## config.mk

```make
export PLATFORM = sky130hd
export DESIGN_NAME = fetch_redirect_ctrl
export DESIGN_NICKNAME = d
export VERILOG_FILES = /design/src/rtl/fetch_redirect_ctrl.sv
export SDC_FILE = /design/constraint.sdc
export NUM_CORES = 1
export LEC_CHECK = 0
export CELL_PAD_IN_SITES_DETAIL_PLACEMENT = 0
export CELL_PAD_IN_SITES_GLOBAL_PLACEMENT = 1
export CORE_ASPECT_RATIO = 0.9
export CORE_UTILIZATION = 32
export CTS_CLUSTER_DIAMETER = 80
export DETAILED_ROUTE_END_ITERATION = 7
export PLACE_DENSITY_LB_ADDON = 0.1
export RECOVER_POWER = 50
export SLEW_MARGIN = 0
export SYNTH_ARGS = -nofsm -noshare
export SYNTH_HDL_FRONTEND = slang
export SYNTH_SLANG_ARGS = --single-unit
```

## constraint.sdc

```tcl
create_clock -name clk -period 1.7 [get_ports clk]
set_clock_uncertainty 0.2 [all_clocks]
set_input_delay 0.34 -clock clk [delete_from_list [all_inputs] [get_ports clk]]
set_output_delay 0.34 -clock clk [all_outputs]
set_load 0.02 [all_outputs]
```

## src/rtl/fetch_redirect_ctrl.sv

```systemverilog
// fetch_redirect_ctrl: picks the next-PC source from ID/EX control-flow outcomes and flushes wrong-path fetch slots.
// Latency: zero -- pc_sel and flush follow a request in the same cycle; the PC takes it at the next unstalled edge.
// Backpressure: stall freezes the PC, so a redirect is latched (redirect_pending) and replayed when stall drops.
//
// Ports:
//   clk, rst          core clock, synchronous active-high reset
//   stall             fetch PC register frozen this cycle
//   id_valid/id_is_jal                    decode-stage JAL
//   ex_valid/ex_is_jalr/ex_is_branch/ex_br_taken  execute-stage outcome
//   pc_sel            0 = PC+imm (JAL), 1 = ALU target, 2 = PC+4
//   flush             kill fetch/decode slots this cycle
//   redirect_pending  a redirect is latched and waiting for stall to drop
//   stat_jal/stat_branch/stat_jalr  accepted-redirect counters (only with REDIRECT_STATS_EN)
//
// Optional feature macro: REDIRECT_STATS_EN.

module fetch_redirect_ctrl #(
  parameter int FLUSH_DEPTH     = 2,
  parameter int JAL_FLUSH_DEPTH = 1
) (
  input  logic        clk,
  input  logic        rst,
  input  logic        stall,
  input  logic        id_valid,
  input  logic        id_is_jal,
  input  logic        ex_valid,
  input  logic        ex_is_jalr,
  input  logic        ex_is_branch,
  input  logic        ex_br_taken,
  output logic [1:0]  pc_sel,
  output logic        flush,
  output logic        redirect_pending
`ifdef REDIRECT_STATS_EN
  ,
  output logic [31:0] stat_jal,
  output logic [31:0] stat_branch,
  output logic [31:0] stat_jalr
`endif
);

  // Depth is held in a 3-bit counter; reject anything that cannot be represented.
  if (FLUSH_DEPTH < 1 || FLUSH_DEPTH > 7) begin : g_bad_flush_depth
    $error("fetch_redirect_ctrl: FLUSH_DEPTH must be in 1..7");
  end
  if (JAL_FLUSH_DEPTH < 1 || JAL_FLUSH_DEPTH > 7) begin : g_bad_jal_flush_depth
    $error("fetch_redirect_ctrl: JAL_FLUSH_DEPTH must be in 1..7");
  end

  localparam logic [2:0] EX_RELOAD  = 3'(FLUSH_DEPTH - 1);
  localparam logic [2:0] JAL_RELOAD = 3'(JAL_FLUSH_DEPTH - 1);

  typedef enum logic [1:0] {S_IDLE, S_PENDING, S_FLUSH} state_t;
  // Branch and JALR share pc_sel=1 but are kept apart so the stats can tell them apart.
  typedef enum logic [1:0] {K_NONE, K_JAL, K_BR, K_JALR} kind_t;

  state_t     state, state_nxt;
  kind_t      pend_kind, pend_kind_nxt;
  logic [2:0] cnt, cnt_nxt;

  logic  ex_req, id_req, flush_active;
  kind_t ex_kind, cur_kind;
  logic  apply;

  // Request decode and the redirect kind driven this cycle.
  always_comb begin
    flush_active = (state == S_FLUSH);
    ex_req       = ex_valid & (ex_is_jalr | (ex_is_branch & ex_br_taken));
    id_req       = id_valid & id_is_jal & ~flush_active;
    ex_kind      = ex_is_jalr ? K_JALR : K_BR;
    cur_kind     = K_NONE;
    case (state)
      // An older EX redirect replaces a latched JAL; a latched EX redirect is never replaced,
      // since under stall the EX instruction is the same one that was latched.
      S_PENDING: cur_kind = (ex_req && pend_kind == K_JAL) ? ex_kind : pend_kind;
      default:   cur_kind = ex_req ? ex_kind : (id_req ? K_JAL : K_NONE);
    endcase
    apply = (cur_kind != K_NONE) & ~stall;
  end

  // State register.
  always_ff @(posedge clk) begin
    if (rst) begin
      state     <= S_IDLE;
      pend_kind <= K_NONE;
      cnt       <= 3'd0;
    end else begin
      state     <= state_nxt;
      pend_kind <= pend_kind_nxt;
      cnt       <= cnt_nxt;
    end
  end

  // Next-state logic.
  always_comb begin
    state_nxt     = state;
    pend_kind_nxt = pend_kind;
    cnt_nxt       = cnt;
    if (cur_kind != K_NONE) begin
      if (stall) begin
        state_nxt     = S_PENDING;
        pend_kind_nxt = cur_kind;
      end else begin
        cnt_nxt       = (cur_kind == K_JAL) ? JAL_RELOAD : EX_RELOAD;
        state_nxt     = (cnt_nxt != 3'd0) ? S_FLUSH : S_IDLE;
        pend_kind_nxt = K_NONE;
      end
    end else if (state == S_FLUSH && !stall) begin
      // The counter only moves on unstalled cycles so every flush slot is a real fetch slot.
      cnt_nxt = (cnt != 3'd0) ? cnt - 3'd1 : 3'd0;
      if (cnt <= 3'd1) state_nxt = S_IDLE;
    end
  end

  // Output logic.
  always_comb begin
    case (cur_kind)
      K_JAL:         pc_sel = 2'd0;
      K_BR, K_JALR:  pc_sel = 2'd1;
      default:       pc_sel = 2'd2;
    endcase
    flush            = (state != S_IDLE) | (cur_kind != K_NONE);
    redirect_pending = (state == S_PENDING);
  end

`ifdef REDIRECT_STATS_EN
  // Counted once per redirect, on the cycle the PC actually takes it.
  always_ff @(posedge clk) begin
    if (rst) begin
      stat_jal    <= 32'd0;
      stat_branch <= 32'd0;
      stat_jalr   <= 32'd0;
    end else if (apply) begin
      if (cur_kind == K_JAL)  stat_jal    <= stat_jal + 32'd1;
      if (cur_kind == K_BR)   stat_branch <= stat_branch + 32'd1;
      if (cur_kind == K_JALR) stat_jalr   <= stat_jalr + 32'd1;
    end
  end
`else
  logic unused_apply;
  assign unused_apply = apply;
`endif

endmodule

```

### Register map, names as in the netlist

Drawn at 12 px/um.
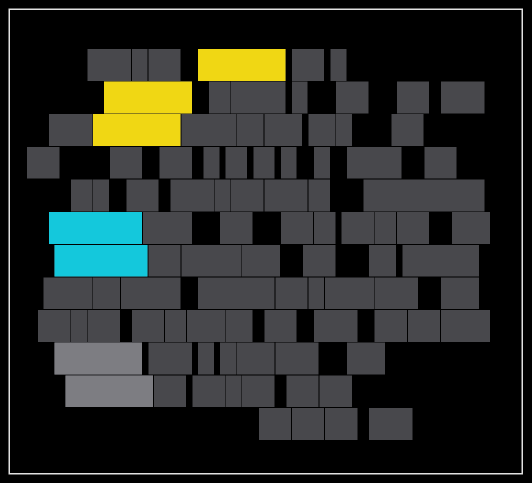
Key: state = cyan [flops 2]; cnt = yellow [flops 3]
area taken by flip-flops and latches: 142.6 um2
seq pwr: 0.000184 W
fraction of area in registers: 16.62%
final standard cell utilization of the core: 65.71%

### Signal wires on met3

Drawn at 10 px/um.
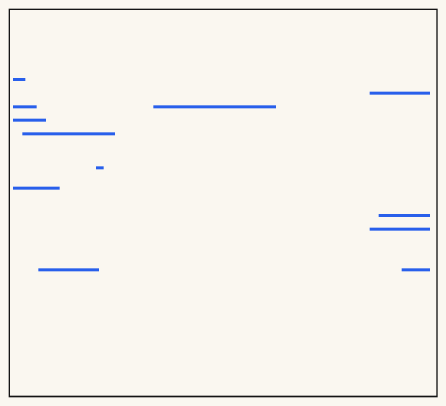
10 nets have wire on it. The layer holds 4.1% of the routed length.
GR met3 Demand/Resource: 2.804%
DR vias: 571
Final Routed Wirelength: 1357 um

==> Slide: Implementation Results <==
Key Metrics from the Run

Outcome
  • Outcome: complete, but fails checks
  • Failing checks: negative setup slack

Finish
  • Count of inserted antenna diode cells: 0
  • Highest-count logic cell in the final layout: sky130_fd_sc_hd__buf_4
  • Final standard cell area without fillers: ~860 um2
  • Layout cell share with drive strength beyond 1: 48.42%
  • Layout Area Growth over Synthesis: 80.53%
  • Most frequently placed logic cells in the final layout: sky130_fd_sc_hd__buf_4, sky130_fd_sc_hd__nor2_1, sky130_fd_sc_hd__a21oi_1

Yosys
  • Portion of the post-synthesis area used by sequential elements: 29.47%
  • Post-synth design cell area: 475.5 um2
  • Number of warning messages in the yosys log: 0
  • Mean post-synth cell area: ~8.3 um2
  • Number of instances in the synthesized netlist: between 50 and 60
  • Cell type with the largest total area: sky130_fd_sc_hd__dfxtp_1
  • Post-synth net total: ~68
  • Proportion of synthesized area in mux cells: roughly 2.1%
  • Most frequent cell after synthesis: sky130_fd_sc_hd__dfxtp_1
  • Dominant combinational family: simple AND/OR/NAND/NOR gates
  • Unique cell type count in the Yosys netlist: 30
  • Portion of synthesized cell area occupied by the leading cell type: between 20% and 30%
  • Number of enable-type register cells in the synthesized netlist: 0
  • Post-synthesis sequential element count: 7
  • Area fraction in full adders, half adders and majority gates: around 5.3%
  • Synthesized chip area reported by yosys: approximately 480 um2

Worst setup path
  • Maximum fanout along the worst path: 4
  • Worst reg-to-reg setup slack: 0.02 ns
  • Category of the worst setup path launch point: register
  • Capture instance of the worst register-to-register path: cnt[0]
  • Required time of the worst setup path: approximately 1.2 ns
  • Launch point of the worst path: state[0]
  • Worst EP arrival: ~1.3 ns

Clocking
  • CTS resizes: 36
  • Source-to-sink clock delay at the later pin of the worst-skew pair: around 0.24 ns
  • Root Buffer Master: sky130_fd_sc_hd__clkbuf_4
  • Count of hold-fix buffers inserted at cts: 0
  • H-tree levels: 1
  • Number of setup buffers added after CTS: 2
  • CTS tree: yes
  • Worst-case clock buffer depth: 2

GRT
  • Vias in the first global route: 528
  • Aggregate global routing overflow: 0
  • Met2 usage in global routing: 31.82%
  • Number of antenna violations at the first check in global routing: 0
  • Wire length of the first global-routing pass: around 2300 um

Route
  • DRC viols: 0
  • Post-DRT Antenna Nets: 0
  • Vias per std cell: 5.239
  • First-pass iteration count of the detailed router: 4
  • Post-detailed-route wirelength per cell: around 12 um

Place
  • Number of buffers added on ports: 12
  • Dpl hpwl: approximately 1100 um
  • Placement-stage cell area: roughly 770 um2
  • Placer's final routability congestion estimate: 0.8404

Flow run
  • Maximum Capacitance Violations: 0

STA
  • Final worst-path setup slack: -0.1638 ns
  • Final worst-path cycle share: 109.6%
  • Count of endpoints failing setup in the final report: 4
  • Count of endpoints failing hold in the final timing report: 0
  • Setup repair after global routing missed its margin: true
  • Upper clock frequency limit: around 0.54 GHz
  • Worst slew slack as a fraction of its limit: between 80% and 90%

Hold path
  • Worst min-delay path startpoint: cnt[1]

Die
  • Core Rows: 12
  • Floorplan die width: between 40 and 50 um
  • Ports placed on the boundary: 13
  • Effective utilization at floorplan: between 30% and 40%
  • Placeable core region: 1306 um2
  • Height of the chip: between 30 and 40 um

Power
  • Power density of the placed cells: 654.6 nW/um2
  • Leakage dissipation: 0.3840 nW
  • Peak supply drop: a little under 0.5 mV
### Metal layers overlaid

Drawn at 10 px/um. Only two layers are drawn.
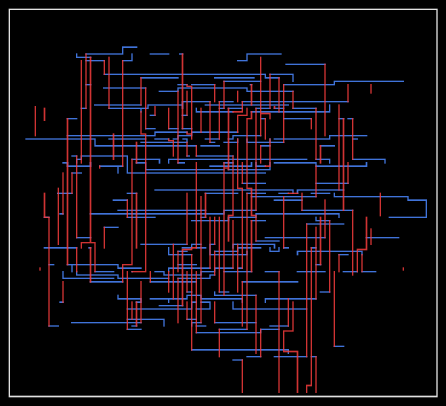
Key: metal 1 = blue [wire length 653 um]; metal 2 = red [wire length 632 um]

### Placed cells, one colour a class

Drawn at 6 px/um.
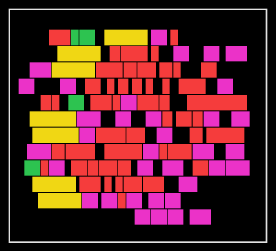
Key: other buffers and delay cells = magenta [cells 35, share of their area 35%]; flops = yellow [cells 7, share of their area 17%]; clock drivers and dummy loads = green [cells 4, share of their area 3.1%]; combinational and other logic = red [cells 49, share of their area 45%]

-- where the power goes --
part / internal [W] / leakage (nW) / switching, W
Sequential: 0.000175 / 0.0579 / 0.00000888
Combinational: 0.000128 / 0.311 / 0.000107
Clock: 0.0000890 / 0.0150 / 0.0000532
Total: 0.000392 / 0.384 / 0.000170
-- worst max-delay path, cell delays in order (launching register included) --
cell and delay, ns:
sky130_fd_sc_hd__dfxtp_2 0.31, sky130_fd_sc_hd__buf_4 0.14, sky130_fd_sc_hd__nand2b_4 0.08, sky130_fd_sc_hd__nand3_2 0.08
sky130_fd_sc_hd__or3_4 0.33, sky130_fd_sc_hd__buf_6 0.14
-- per-stage QoR --
stage / hold slack, ns / TNS (ns) / setup WS (ns) / power [W] / cells
after global routing: 0.3157 / -0.6937 / -0.2078 / 0.0005949 / 109
after detailed placement: 0.2906 / -4.906 / -0.8199 / 0.0003983 / 102
final: 0.2974 / -0.4304 / -0.1638 / 0.0005619 / 109
after CTS: 0.2970 / -0.5617 / -0.2388 / 0.0005616 / 108
after floorplan: 0.2091 / 0 / 0.02812 / 0.0002866 / 57
after global placement: 0.2898 / -4.678 / -0.7653 / 0.0003983 / 102
-- flip-flops by register name, indices dropped and copies added (netlist names) --
register   flops
cnt            3
pend_kind      2
state          2
-- layout make-up --
| class | count | area (um2) |
|---|---|---|
| Multi-Input combinational cell | 45 | 366.6 |
| Sequential cell | 7 | 142.6 |
| Timing Repair Buffer | 35 | 290.3 |
| Clock buffer | 4 | 26.28 |
| Fill cell | 115 | 447.9 |
| Inverter | 4 | 15.01 |
| Tap cell | 14 | 17.52 |
-- layer usage --
layer / wire [um] / vias to the layer above / share of wire, %
met5: 0 / - / 0
met4: 15 / 0 / 1.1
met3: 56 / 4 / 4.1
met2: 632 / 12 / 47
met1: 653 / 262 / 48
li1: - / 293 / -
Power figures rest on the tool's default switching activity, not on a simulated workload.
